--- config.mk ---
export PLATFORM = sky130hd
export DESIGN_NAME = lcd_hd44780_driver
export DESIGN_NICKNAME = d
export VERILOG_FILES = /design/src/rtl/lcd_hd44780_driver.sv
export SDC_FILE = /design/constraint.sdc
export NUM_CORES = 1
export LEC_CHECK = 0
export CORE_MARGIN = 5
export CORE_UTILIZATION = 59
export DETAILED_ROUTE_END_ITERATION = 16
export DONT_BUFFER_PORTS = 1
export HOLD_SLACK_MARGIN = 0.03
export PLACE_DENSITY = 0.83
export SLEW_MARGIN = 25
export SYNTH_ARGS = -nofsm -noshare
export SYNTH_HDL_FRONTEND = slang
export SYNTH_SLANG_ARGS = --single-unit
--- constraint.sdc ---
create_clock -name i_clk -period 3.25 [get_ports i_clk]
set_input_delay 0.65 -clock i_clk [delete_from_list [all_inputs] [get_ports i_clk]]
set_output_delay 0.65 -clock i_clk [all_outputs]
set_load 0.02 [all_outputs]
--- src/rtl/lcd_hd44780_driver.sv ---
// lcd_hd44780_driver: turns LSU LCD control-word requests into HD44780 write bus timing.
// Define LCD_INIT_SEQ_EN to add a power-on INIT wait plus the 0x38/0x0C/0x01/0x06 command sequence.
module lcd_hd44780_driver #(
  parameter int unsigned T_SETUP_CYC = 2,
  parameter int unsigned T_EN_CYC    = 12,
  parameter int unsigned T_HOLD_CYC  = 1,
  parameter int unsigned T_EXEC_CYC  = 2000,
  parameter int unsigned T_LONG_CYC  = 82000,
  parameter int unsigned CNT_W       = 17
) (
  input  logic        i_clk,
  input  logic        i_rst_n,
  input  logic [31:0] i_lcd_reg,
  output logic [7:0]  o_lcd_data,
  output logic        o_lcd_rs,
  output logic        o_lcd_rw,
  output logic        o_lcd_en,
  output logic        o_lcd_on,
  output logic        o_busy,
  output logic        o_overrun
);
  // state   | meaning
  // IDLE    | waiting for a request or a pending entry
  // SETUP   | RS/DATA stable, EN low
  // EN_HIGH | EN strobe high
  // HOLD    | EN low, RS/DATA still held
  // EXEC    | LCD internal execution wait
  // INIT    | power-on wait and init command launcher
  typedef enum logic [2:0] {S_IDLE, S_SETUP, S_EN_HIGH, S_HOLD, S_EXEC, S_INIT} state_t;

  localparam logic [CNT_W-1:0] LD_SETUP = CNT_W'(T_SETUP_CYC - 1);
  localparam logic [CNT_W-1:0] LD_EN    = CNT_W'(T_EN_CYC - 1);
  localparam logic [CNT_W-1:0] LD_HOLD  = CNT_W'(T_HOLD_CYC - 1);
  localparam logic [CNT_W-1:0] LD_EXEC  = CNT_W'(T_EXEC_CYC - 1);
  localparam logic [CNT_W-1:0] LD_LONG  = CNT_W'(T_LONG_CYC - 1);
  localparam logic [CNT_W-1:0] CNT_ONE  = CNT_W'(1);

  state_t           state;
  logic [CNT_W-1:0] cnt;
  logic             start_q;
  logic             pend_vld;
  logic             pend_rs;
  logic [7:0]       pend_data;
  logic             req;
  logic             is_long;
  logic             unused_bits;

`ifdef LCD_INIT_SEQ_EN
  localparam logic [19:0] INIT_WAIT = 20'd749999;
  logic [19:0] init_cnt;
  logic [2:0]  init_idx;
  logic [7:0]  init_cmd;

  always_comb begin
    init_cmd = 8'h38;
    case (init_idx[1:0])
      2'd0: init_cmd = 8'h38;
      2'd1: init_cmd = 8'h0C;
      2'd2: init_cmd = 8'h01;
      2'd3: init_cmd = 8'h06;
      default: init_cmd = 8'h38;
    endcase
  end
`endif

  assign req         = i_lcd_reg[10] & ~start_q;
  // Clear display (0x01) and return home (0x02/0x03) need the long execution wait.
  assign is_long     = ~o_lcd_rs && (o_lcd_data[7:2] == 6'd0) && (o_lcd_data[1:0] != 2'd0);
  assign o_lcd_rw    = 1'b0;
  assign o_busy      = (state != S_IDLE) | pend_vld;
  assign unused_bits = ^{i_lcd_reg[30:11], i_lcd_reg[9]};

  always_ff @(posedge i_clk or negedge i_rst_n) begin
    if (!i_rst_n) begin
`ifdef LCD_INIT_SEQ_EN
      state    <= S_INIT;
      init_cnt <= INIT_WAIT;
      init_idx <= 3'd0;
`else
      state    <= S_IDLE;
`endif
      cnt        <= '0;
      start_q    <= 1'b0;
      pend_vld   <= 1'b0;
      pend_rs    <= 1'b0;
      pend_data  <= 8'h00;
      o_lcd_data <= 8'h00;
      o_lcd_rs   <= 1'b0;
      o_lcd_en   <= 1'b0;
      o_lcd_on   <= 1'b0;
      o_overrun  <= 1'b0;
    end else begin
      start_q  <= i_lcd_reg[10];
      o_lcd_on <= i_lcd_reg[31];
      if (cnt != '0) cnt <= cnt - CNT_ONE;

      if (req && state != S_IDLE) begin
        if (!pend_vld) begin
          pend_vld  <= 1'b1;
          pend_rs   <= i_lcd_reg[8];
          pend_data <= i_lcd_reg[7:0];
        end else begin
          o_overrun <= 1'b1;
        end
      end

      case (state)
        S_IDLE: begin
          if (pend_vld) begin
            // A request arriving in the launch cycle refills the slot just freed.
            o_lcd_rs   <= pend_rs;
            o_lcd_data <= pend_data;
            pend_vld   <= req;
            pend_rs    <= i_lcd_reg[8];
            pend_data  <= i_lcd_reg[7:0];
            state      <= S_SETUP;
            cnt        <= LD_SETUP;
          end else if (req) begin
            o_lcd_rs   <= i_lcd_reg[8];
            o_lcd_data <= i_lcd_reg[7:0];
            state      <= S_SETUP;
            cnt        <= LD_SETUP;
          end
        end
        S_SETUP: if (cnt == '0) begin
          state    <= S_EN_HIGH;
          cnt      <= LD_EN;
          o_lcd_en <= 1'b1;
        end
        S_EN_HIGH: if (cnt == '0) begin
          state    <= S_HOLD;
          cnt      <= LD_HOLD;
          o_lcd_en <= 1'b0;
        end
        S_HOLD: if (cnt == '0) begin
          state <= S_EXEC;
          cnt   <= is_long ? LD_LONG : LD_EXEC;
        end
        S_EXEC: if (cnt == '0) begin
`ifdef LCD_INIT_SEQ_EN
          state <= (init_idx != 3'd4) ? S_INIT : S_IDLE;
`else
          state <= S_IDLE;
`endif
        end
`ifdef LCD_INIT_SEQ_EN
        S_INIT: begin
          if (init_cnt != 20'd0) begin
            init_cnt <= init_cnt - 20'd1;
          end else begin
            o_lcd_rs   <= 1'b0;
            o_lcd_data <= init_cmd;
            init_idx   <= init_idx + 3'd1;
            state      <= S_SETUP;
            cnt        <= LD_SETUP;
          end
        end
`endif
        default: state <= S_IDLE;
      endcase
    end
  end
endmodule
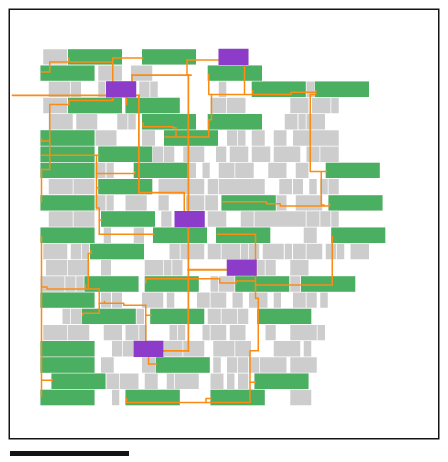
*Clock distribution*
Bar = 20 um.
Key: green = flip-flops [count 43]; orange = clock wires [length 513 um]; purple = clock drivers [count 5]
There are 6 routed clock nets.

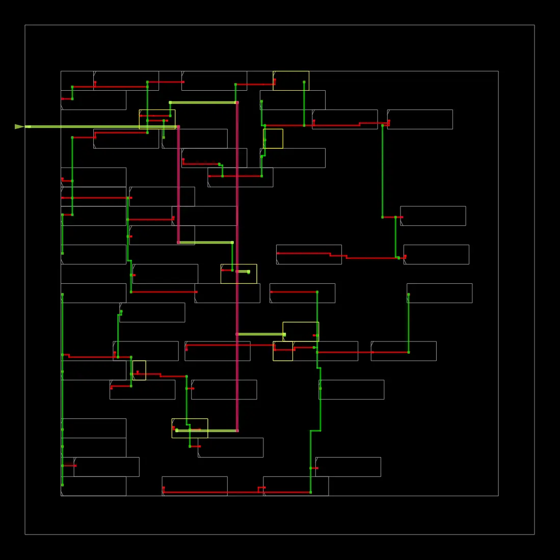
*Clock wiring as the flow saved it*
Worst-Skew Late Latency: 300 ps
clk pwr: 0.339 mW

==> impl_metrics.yaml <==
# synthesis and place-and-route metrics
drt:
  route.detailed.drc: 0
  wl_met3_um: 234
  vias: 1538
  highest_layer: "met4"
  wl_per_cell_um: 16.3
  first_pass_iters: 4
  wirelength_met1_um: 1980
  route.met2.wl_um: 1970
  via_per_inst: 5.89
  drt_first_iter_violations: 69
  ant_nets: 0
  routed_wl_um: 4250
layout:
  nets: 250
  syn_to_final_growth_pct: 5.00
  final_core_util_pct: 64.1
  drive_above_1_share_pct: 14.1
  layout_top_cells: "43 x dfrtp_1, 18 x nand2_1, 17 x o21ai_0, 16 x nor2_1, 12 x mux2i_1"
  diodes: 0
  final_cell_area_sq_um: 2360
global_route:
  grt-ovfl-total: 0
  gr-usage-met2_pct: 28.3
  grt_use_met3_pct: 5.47
  grt_pass1_wl_um: 7540
  antenna_found_initial: 0
  top_usage_layer: "met2"
  grt_pass1_vias: 1568
  grt_start_max_net_pins: 24
  grtUsageTotal_pct: 18.5
  grt_use_met1_pct: 24.9
final_timing:
  max_slew_margin_pct: 36.1
  finalClockPeriodUsage_pct: 71.8
  hold_ws_ps: 313
  rsz0062_at_grt: "no"
  fin_setup_tns_ps: 0
  drv_slew: 0
  worst_pin_slew_ps: 955
  setup_violations: 0
  clock_skew_ps: 6.27
  max_freq_mhz: 429
  hold_viol: 0
  post-route-min-period_ps: 2330
  final.setup.worst_slack_ps: 918
die:
  die_w_um: 71.8
  core_area_sq_um: 3690
  rows: 22
  top_level_ports: 48
  fp_util_pct: 61.1
  die_h_um: 71.8
  dieArea_sq_um: 5150
clock_tree:
  post_cts_resized: 0
  clock_path_buffers: 2
  numCtsBuffers: 5
  cts.htree.levels: 2
  cts_tree: "done"
  cts_setup_buffers: 0
  holdBufCountCts: 1
  path_clk_slew_ps: 80
  root_buffer: "clkbuf_8"
  cts_sinks: 43
worst_setup_path:
  crit_path_end: "cnt[8]$_DFF_PN0_"
  reg2reg_to: "cnt[8]$_DFF_PN0_"
  cp_num_cells: 6
  path_max_fanout: 16
  startpoint: "cnt[0]$_DFF_PN0_"
  worstSetupPathType: "reg -> reg"
  worstSetupStartpointType: "flip-flop"
  r2r-start: "cnt[0]$_DFF_PN0_"
  critPathTopFamily: "simple AND/OR/NAND/NOR gates"
  cp_slowest_cell: "or4_4"
  regToRegSetupSlack_ps: 920
  cp.required_ps: 3480
  rr_worst_depth: 6
  path_cells: "inv_1 -> ha_1 -> nor4b_4 -> nand4_2 -> or4_4 -> a21oi_1"
  critPathBufInv: 1
  end_kind: "flip-flop"
  arrival_ps: 2560
  cpPeakStageDelay_ps: 670
power:
  power.total_mw: 0.941
  irDropWorstVdd_mv: 0.310
  power_density_nw_per_um2: 398
  p_leak_nw: 1.06
synthesis:
  ys_seq_share_pct: 47.8
  synthesis.nets: 252
  synthArstFlopShare_pct: 100
  avgSynthCellArea_sq_um: 10.5
  synth_flops: 43
  ys_cells: 214
  ys.flop_type: "dfrtp_1"
  edf_count: 0
  syn_area_sq_um: 2250
  ys_warn_count: 0
  synth.distinct_cells: 48
  ys_area_sq_um: 2250
  synthCells: 214
hold_path:
  hp-class: "in -> async"
place:
  dpl_cell_area_sq_um: 2260
  portBuffers: 0
  post-place-ws_ps: 935
  post-dp-hpwl_um: 2910
  place_inst: 251
  place.gp.congestion: 0.843
flow_run:
  maxCapViolCount: 0
  warnings: 49
run_status:
  status: "finished clean"
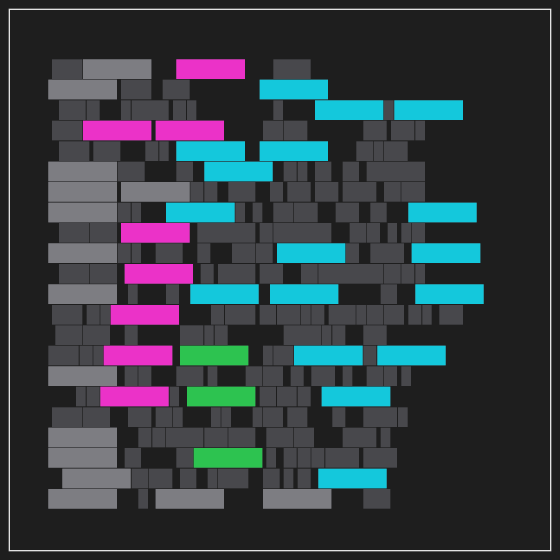
*Register map, names as in the netlist*
Other sequential cells in the stronger gray, the rest of the logic in the fainter gray.
Key: green = `state` [placed flops 3]; cyan = `cnt` [placed flops 17]; magenta = `o_lcd_data` [placed flops 8]

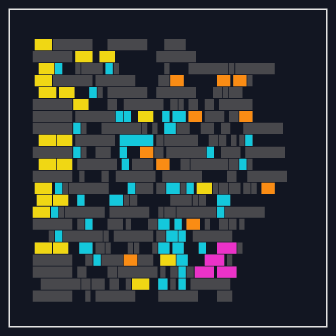
*Gate families picked out*
Key: orange = XOR/XNOR gates [cells 10]; yellow = multiplexers [cells 22]; cyan = inverting AOI/OAI gates [cells 40]; magenta = adder and majority cells [cells 4]
most frequent logic cell in the layout: dfrtp_1
Post-Layout Cell Count: 261
logic share of the area: 46.9%

## kinds of logic after synthesis
logic type,count (synthesis),synth area share (%)
xor+xnor,10,3.89
fa+ha+maj,4,2.22
other cells,1,0.167
flops,43,47.8
mux,22,10.3
simple gates,76,20.2
compound gates,43,12.4
buf+inv,15,2.94
## power by group
| group | internal [mW] | total (mW) | switching (mW) |
|---|---|---|---|
| clock | 0.150 | 0.339 | 0.190 |
| sequential | 0.553 | 0.562 | 0.00949 |
| combinational | 0.0198 | 0.0395 | 0.0198 |
| total | 0.722 | 0.941 | 0.219 |
## area by class of cell
cell class | count | area, sq um
timing repair buffer | 2 | 15.0
fill | 299 | 1320
sequential | 43 | 1080
inverter | 4 | 15.0
tap | 48 | 60.1
clock inverter | 3 | 20.0
multi-input combinational | 156 | 1110
clock buffer | 5 | 68.8
## sequential cells by signal, indices dropped and copies added, names as in the netlist
signal      flops
cnt            17
o_lcd_data      8
o_lcd_en        1
o_lcd_on        1
o_lcd_rs        1
o_overrun       1
pend_data       8
pend_rs         1
pend_vld        1
start_q         1
state           3
## synthesized netlist by cell type (2+ instances only)
cell type,count,area (sq um)
clkbuf_1,6,22.5
a21oi_1,9,45.0
o211ai_1,2,15.0
nor2_1,16,60.1
mux2_2,10,113
ha_1,4,50.1
xnor2_1,4,35.0
nand3_1,5,25.0
buf_2,2,10.0
o21ai_0,17,85.1
nor4_4,2,42.5
and2_1,2,12.5
nor2b_1,3,18.8
nor4_1,6,37.5
nor3_1,5,25.0
nand4_1,4,25.0
a221oi_1,2,17.5
nand2b_1,5,31.3
buf_4,2,15.0
mux2i_1,12,120
xor2_1,6,52.6
inv_1,4,15.0
nand4_2,2,25.0
nand2_1,18,67.6
dfrtp_1,43,1080
Power figures rest on the tool's default switching activity, not on a simulated workload.
